==> images/io_placement.png <==
Scale: 4 px per µm. Pins as bars across the die edge, other pins in gray.
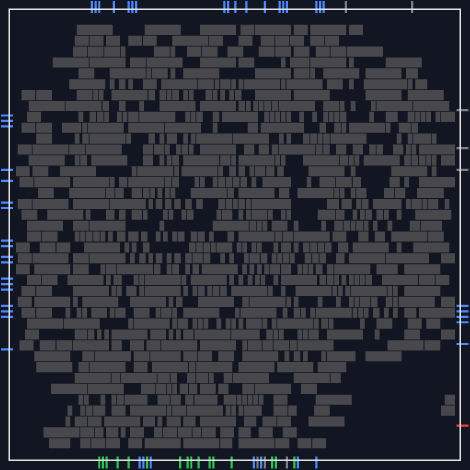
==> images/io_fan.png <==
Scale: 2 px per µm.
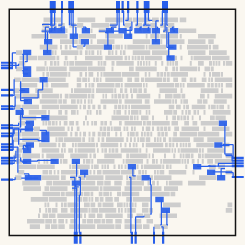
==> images/layer_met2.png <==
Scale: 4 px per µm.
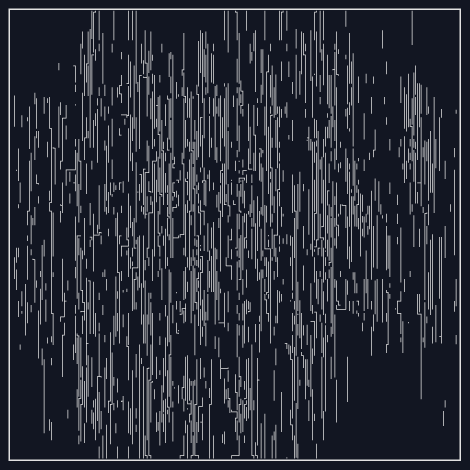
## config.mk

```make
export PLATFORM = sky130hd
export DESIGN_NAME = i2s_tdm_tx
export DESIGN_NICKNAME = d
export VERILOG_FILES = /design/src/rtl/i2s_pkg.sv /design/src/rtl/i2s_bclk_gen.sv /design/src/rtl/i2s_tdm_tx.sv
export SDC_FILE = /design/constraint.sdc
export NUM_CORES = 1
export LEC_CHECK = 0
export ABC_AREA = 1
export CAP_MARGIN = 20
export CORE_MARGIN = 1
export CORE_UTILIZATION = 51
export DETAILED_ROUTE_END_ITERATION = 8
export PLACE_DENSITY = 0.77
export SETUP_SLACK_MARGIN = 0.1
export SLEW_MARGIN = 0
export SYNTH_ARGS = -nofsm -noshare
export SYNTH_HDL_FRONTEND = slang
export SYNTH_SLANG_ARGS = --single-unit
```

## constraint.sdc

```tcl
create_clock -name clk -period 2.12 [get_ports clk]
set_input_delay 0.318 -clock clk [delete_from_list [all_inputs] [get_ports clk]]
set_output_delay 0.318 -clock clk [all_outputs]
set_load 0.01 [all_outputs]
```

## src/rtl/i2s_pkg.sv

```systemverilog
// Shared types and helpers for the I2S/TDM serial audio transmitter.
package i2s_pkg;

   typedef enum logic {
      I2S_MODE = 1'b0,
      LJ_MODE  = 1'b1
   } i2s_mode_e;

   localparam int UNDERRUN_CNT_W = 16;

   function automatic int frame_bits(input int num_ch, input int slot_w);
      return num_ch * slot_w;
   endfunction

endpackage

```

## src/rtl/i2s_bclk_gen.sv

```systemverilog
// Bit-clock divider: free-running count 0..BCLK_DIV-1, bclk high for the upper half,
// bit_tick on the last count so serial outputs update together with bclk falling.
module i2s_bclk_gen #(
   parameter int BCLK_DIV = 4
) (
   input  logic clk,
   input  logic rst_n,
   output logic bclk_o,
   output logic bit_tick_o
);
   localparam int CNT_W = (BCLK_DIV > 2) ? $clog2(BCLK_DIV) : 1;
   localparam logic [CNT_W-1:0] CNT_MAX  = CNT_W'(BCLK_DIV - 1);
   localparam logic [CNT_W-1:0] CNT_HALF = CNT_W'(BCLK_DIV / 2);

   logic [CNT_W-1:0] cnt_q, cnt_d;
   logic             bclk_q, bclk_d;

   always_comb begin
      cnt_d  = (cnt_q == CNT_MAX) ? '0 : cnt_q + CNT_W'(1);
      bclk_d = (cnt_d >= CNT_HALF);
   end

   always_ff @(posedge clk or negedge rst_n) begin
      if (!rst_n) begin
         cnt_q  <= '0;
         bclk_q <= 1'b0;
      end else begin
         cnt_q  <= cnt_d;
         bclk_q <= bclk_d;
      end
   end

   assign bclk_o     = bclk_q;
   assign bit_tick_o = (cnt_q == CNT_MAX);

endmodule

```

## src/rtl/i2s_tdm_tx.sv

```systemverilog
// N-channel I2S / left-justified TDM transmitter with a one-frame holding buffer
// and underrun detection (silence is sent whenever no frame is waiting).
module i2s_tdm_tx
   import i2s_pkg::*;
#(
   parameter int NUM_CH   = 2,
   parameter int SAMPLE_W = 24,
   parameter int SLOT_W   = 32,
   parameter int BCLK_DIV = 4,
   parameter int MODE     = 0
) (
   input  logic                         clk,
   input  logic                         rst_n,
   input  logic [NUM_CH*SAMPLE_W-1:0]   frame_i,
   input  logic                         valid_i,
   output logic                         ready_o,
   output logic                         bclk_o,
   output logic                         lrclk_o,
   output logic                         sdata_o,
   output logic                         frame_start_o,
   output logic                         underrun_o,
   output logic [UNDERRUN_CNT_W-1:0]    underrun_cnt_o
);
   localparam int FRAME_W    = NUM_CH * SAMPLE_W;
   localparam int FRAME_BITS = frame_bits(NUM_CH, SLOT_W);
   localparam int B_W        = $clog2(FRAME_BITS);
   localparam int CH_W       = (NUM_CH > 2) ? $clog2(NUM_CH) : 1;
   localparam int POS_W      = (SLOT_W > 2) ? $clog2(SLOT_W) : 1;
   localparam logic [B_W-1:0]   B_LAST   = B_W'(FRAME_BITS - 1);
   localparam logic [B_W-1:0]   B_HALF   = B_W'(FRAME_BITS / 2);
   localparam logic [POS_W-1:0] POS_LAST = POS_W'(SLOT_W - 1);
   localparam i2s_mode_e        MODE_E   = (MODE == 1) ? LJ_MODE : I2S_MODE;

   logic bit_tick;

   i2s_bclk_gen #(
      .BCLK_DIV (BCLK_DIV)
   ) u_bclk_gen (
      .clk        (clk),
      .rst_n      (rst_n),
      .bclk_o     (bclk_o),
      .bit_tick_o (bit_tick)
   );

   logic [B_W-1:0]            b_q, b_d;
   logic [CH_W-1:0]           slot_q, slot_d;
   logic [POS_W-1:0]          pos_q, pos_d;
   logic                      started_q, started_d;
   logic [FRAME_W-1:0]        frame_q, frame_d;
   logic [FRAME_W-1:0]        hold_q, hold_d;
   logic                      hold_full_q, hold_full_d;
   logic                      lrclk_q, lrclk_d;
   logic                      sdata_q, sdata_d;
   logic                      dly_q, dly_d;
   logic                      frame_start_q, frame_start_d;
   logic                      underrun_q, underrun_d;
   logic [UNDERRUN_CNT_W-1:0] ucnt_q, ucnt_d;

   logic                      accept;
   logic                      load;
   logic [SAMPLE_W-1:0]       sample_sel;
   logic [SAMPLE_W-1:0]       sample_shl;
   logic                      lj_bit;

   always_comb begin
      accept    = valid_i && !hold_full_q;
      // The very first tick after reset starts a frame just like a wrap does.
      load      = bit_tick && (!started_q || (b_q == B_LAST));
      started_d = started_q | bit_tick;

      b_d    = b_q;
      slot_d = slot_q;
      pos_d  = pos_q;
      if (load) begin
         b_d    = '0;
         slot_d = '0;
         pos_d  = '0;
      end else if (bit_tick) begin
         b_d = b_q + B_W'(1);
         if (pos_q == POS_LAST) begin
            pos_d  = '0;
            slot_d = slot_q + CH_W'(1);
         end else begin
            pos_d = pos_q + POS_W'(1);
         end
      end

      frame_d = frame_q;
      if (load) begin
         frame_d = hold_full_q ? hold_q : '0;
      end

      sample_sel = '0;
      for (int k = 0; k < NUM_CH; k++) begin
         if (slot_d == CH_W'(k)) begin
            sample_sel = frame_d[k*SAMPLE_W +: SAMPLE_W];
         end
      end
      // Shifting past the sample width naturally yields the zero padding of the slot.
      sample_shl = sample_sel << pos_d;
      lj_bit     = sample_shl[SAMPLE_W-1];

      lrclk_d = lrclk_q;
      sdata_d = sdata_q;
      dly_d   = dly_q;
      if (bit_tick) begin
         lrclk_d = (b_d >= B_HALF);
         dly_d   = lj_bit;
         sdata_d = (MODE_E == LJ_MODE) ? lj_bit : dly_q;
      end

      hold_d      = accept ? frame_i : hold_q;
      hold_full_d = accept ? 1'b1 : (load ? 1'b0 : hold_full_q);

      frame_start_d = load;
      underrun_d    = load && !hold_full_q;
      ucnt_d        = ucnt_q;
      if (underrun_d && (ucnt_q != '1)) begin
         ucnt_d = ucnt_q + UNDERRUN_CNT_W'(1);
      end
   end

   always_ff @(posedge clk or negedge rst_n) begin
      if (!rst_n) begin
         b_q           <= '0;
         slot_q        <= '0;
         pos_q         <= '0;
         started_q     <= 1'b0;
         frame_q       <= '0;
         hold_q        <= '0;
         hold_full_q   <= 1'b0;
         lrclk_q       <= 1'b0;
         sdata_q       <= 1'b0;
         dly_q         <= 1'b0;
         frame_start_q <= 1'b0;
         underrun_q    <= 1'b0;
         ucnt_q        <= '0;
      end else begin
         b_q           <= b_d;
         slot_q        <= slot_d;
         pos_q         <= pos_d;
         started_q     <= started_d;
         frame_q       <= frame_d;
         hold_q        <= hold_d;
         hold_full_q   <= hold_full_d;
         lrclk_q       <= lrclk_d;
         sdata_q       <= sdata_d;
         dly_q         <= dly_d;
         frame_start_q <= frame_start_d;
         underrun_q    <= underrun_d;
         ucnt_q        <= ucnt_d;
      end
   end

   assign ready_o        = ~hold_full_q;
   assign lrclk_o        = lrclk_q;
   assign sdata_o        = sdata_q;
   assign frame_start_o  = frame_start_q;
   assign underrun_o     = underrun_q;
   assign underrun_cnt_o = ucnt_q;

endmodule

```

==> deck_impl_summary.md <==
Run Summary

Status
  • Outcome: complete, but fails checks
  • Failing checks: negative setup slack

Clock network
  • Clk sink count: about 130
  • Clock latency on the worst-skew pair: approximately 0.42 ns
  • Clock buffer depth: 2
  • CTS tree: built
  • Clock input transition at the sequential cells of the worst setup and hold paths: approximately 0.05 ns
  • Number of resized instances in the post-cts repair step: 8
  • Clk root buf: sky130_fd_sc_hd__clkbuf_16
  • Post-CTS Setup Inserts: 2
  • Number of hold buffers added after CTS: 1

Timing
  • Worst setup slack after layout: -0.0977 ns
  • Final count of pins violating max slew: 0
  • Final hold slack: approximately 0.34 ns
  • Skew final: between 0.005 and 0.006 ns
  • Period utilisation layout: 105%
  • Achievable clock frequency: 451 MHz
  • Setup TNS: -0.0977 ns
  • Final hold violation count: 0
  • Unrepaired setup endpoints after global routing: yes
  • Number of setup violations in the final report: 1

Worst setup path
  • Worst path top cell family by delay: simple AND/OR/NAND/NOR gates
  • Worst setup path end: dly_q
  • Cell count along the critical path: 16
  • R2R Path End: dly_q
  • Cell chain of the critical path: ha_2 -> inv_2 -> nor2_1 -> ha_1 -> nand2_2 -> xor2_4 -> buf_6 -> nand3b_1 -> nand2_1 -> inv_1 -> o21ai_0 -> nand3_1 -> nand3_1 -> nand2_1 -> a21oi_1 -> a21oi_1
  • Critical path endpoint category: register
  • CP Launch Type: register
  • CP Max Fanout: 13
  • Data required time of the worst path: between 2 and 2.5 ns
  • Arrival @ worst endpoint: approximately 2.5 ns
  • Cell depth of the worst flop-to-flop path: 16
  • Max stage delay cell, worst path: sky130_fd_sc_hd__dfrtp_1
  • First element of the critical path: pos_q[1]
  • R2R setup slack: -0.1 ns

Floorplanning
  • Total number of tap cells: 143
  • Core Rows: 39
  • Placeable Area: about 12000 µm²
  • Initial core utilization: 53.3%

GRT
  • Total global routing overflow: 0
  • Antenna violations before repair: 0
  • All-Layer GR Usage: 23.6%

Final layout
  • Post-Route Utilization: just under 70%
  • Fill count: between 800 and 900
  • Clock distribution area overhead in the final layout: 7.32%
  • Final std cells w/o fill: 925
  • Area growth syn-to-layout: 29.0%
  • Register fraction of the total cell area: 41.5%
  • Nonclk inv count: between 70 and 80
  • Combinational fraction of the cell area: a little under a third
  • Clock buffer cells: 20
  • Antenna diode count: 0
  • Storage element area: roughly 3300 µm²
  • Top cell excl fill/tap: sky130_fd_sc_hd__nand2_1
  • Layout cells sized above 1: between 10% and 20%
  • Dominant class by area: flip-flops and latches
  • Logic area: between 2000 and 3000 µm²
  • Seq cells: about 130
  • Logic Gate Count: about 430
  • Non-clock buffering overhead in the final layout: approximately 13%

Synth
  • Most instantiated flip-flop cell in the synthesis netlist: sky130_fd_sc_hd__dfrtp_1
  • Post-synth tally of flip-flops with integrated enable: 0
  • Commonest cells post-synth: sky130_fd_sc_hd__nand2_1 (180), sky130_fd_sc_hd__dfrtp_1 (133), sky130_fd_sc_hd__inv_1 (71), sky130_fd_sc_hd__nand3_1 (71), sky130_fd_sc_hd__mux2_2 (48)
  • Yosys Chip Area: roughly 6200 µm²
  • Syn avg cell area: between 9 and 10 µm²
  • Ys cells: about 670
  • Count leader, synth: sky130_fd_sc_hd__nand2_1
  • Count of different cell masters after synthesis: 32
  • Mapped Nets: between 700 and 800
  • Fraction of synthesized cell area taken by the top area cell type: ~54%
  • FFs w/ async S/R, synth: 100%
  • Sequential cell area fraction in the yosys report: about 54%
  • Flip-flop and latch count after synthesis: about 130
  • Synth Instances: ~670
  • Mapped Area: a little over 6000 µm²

Run
  • Reported max-cap violation count: 0
  • Number of warnings in the stage logs: 28

Routing
  • Number of DRC markers after the initial detailed-route iteration: between 200 and 300
  • Drt pass-1 iters: 6
  • Post-DRT Antenna Nets: 0

Placed design
  • Worst-case setup slack after placement: -0.104 ns
  • Half-perimeter wire length after placement: around 9300 µm

Hold path
  • Class of the tightest hold or removal check: input port to asynchronous set/reset pin

Pwr
  • Leakage power total: 4.13 nW
  • Total power: 6.68 mW
Back to the opening pictures, io_placement.png:
color	port	pins	direction	edge
red	`rst_n`	1	input	right
blue	`frame_i`	48	input	18 left, 18 top, 7 bottom, 5 right
green	`underrun_cnt_o`	16	output	bottom
all pins by edge	26 bottom, 20 top, 18 left, 9 right
die span in y: 112 µm
IO buf count: 72
Die X: 112 µm

Back to the opening pictures, io_fan.png:
color	port	bits	direction	edge	end cells	buffers	wire
blue	`frame_i`	48	input	18 left, 18 top, 7 bottom, 5 right	48	48	870 µm
boundary pin count: 73

Back to the opening pictures, layer_met2.png:
wire length on this layer	6900 µm
longest straight run	38.1 µm
share of all routed wire	51%
global-route track usage on met2: 39.7%
number of vias in the routed layout: 4825
routed wire length: 13700 µm

per-layer routing:
metal | GRT usage, % | wire [µm]
met5 | 0 | 0
met4 | 7.29 | 153
met3 | 5.45 | 549
met2 | 39.7 | 6900
met1 | 30.6 | 6050
state kept, by name (all words and copies together), names as in the netlist, 5 cells and up:
name,cells
hold_q,48
frame_q,48
underrun_cnt_o,16
b_q,6
pos_q,5
report_power, final:
part / internal, mW / switching (mW)
combinational: 0.426 / 0.272
clock: 1.89 / 1.03
sequential: 2.88 / 0.184
cell families after synthesis:
family	Yosys count	synth area share [%]
xor gates and xnor gates	19	2.80
buffers and inverters	109	7.00
muxes	49	8.86
adders and majority gates	5	1.01
DFF	133	53.5
AOI/OAI and AO/OA	37	3.24
and+or+nand+nor	321	23.6
No activity file was given, so power comes from the tool's default toggle rates.
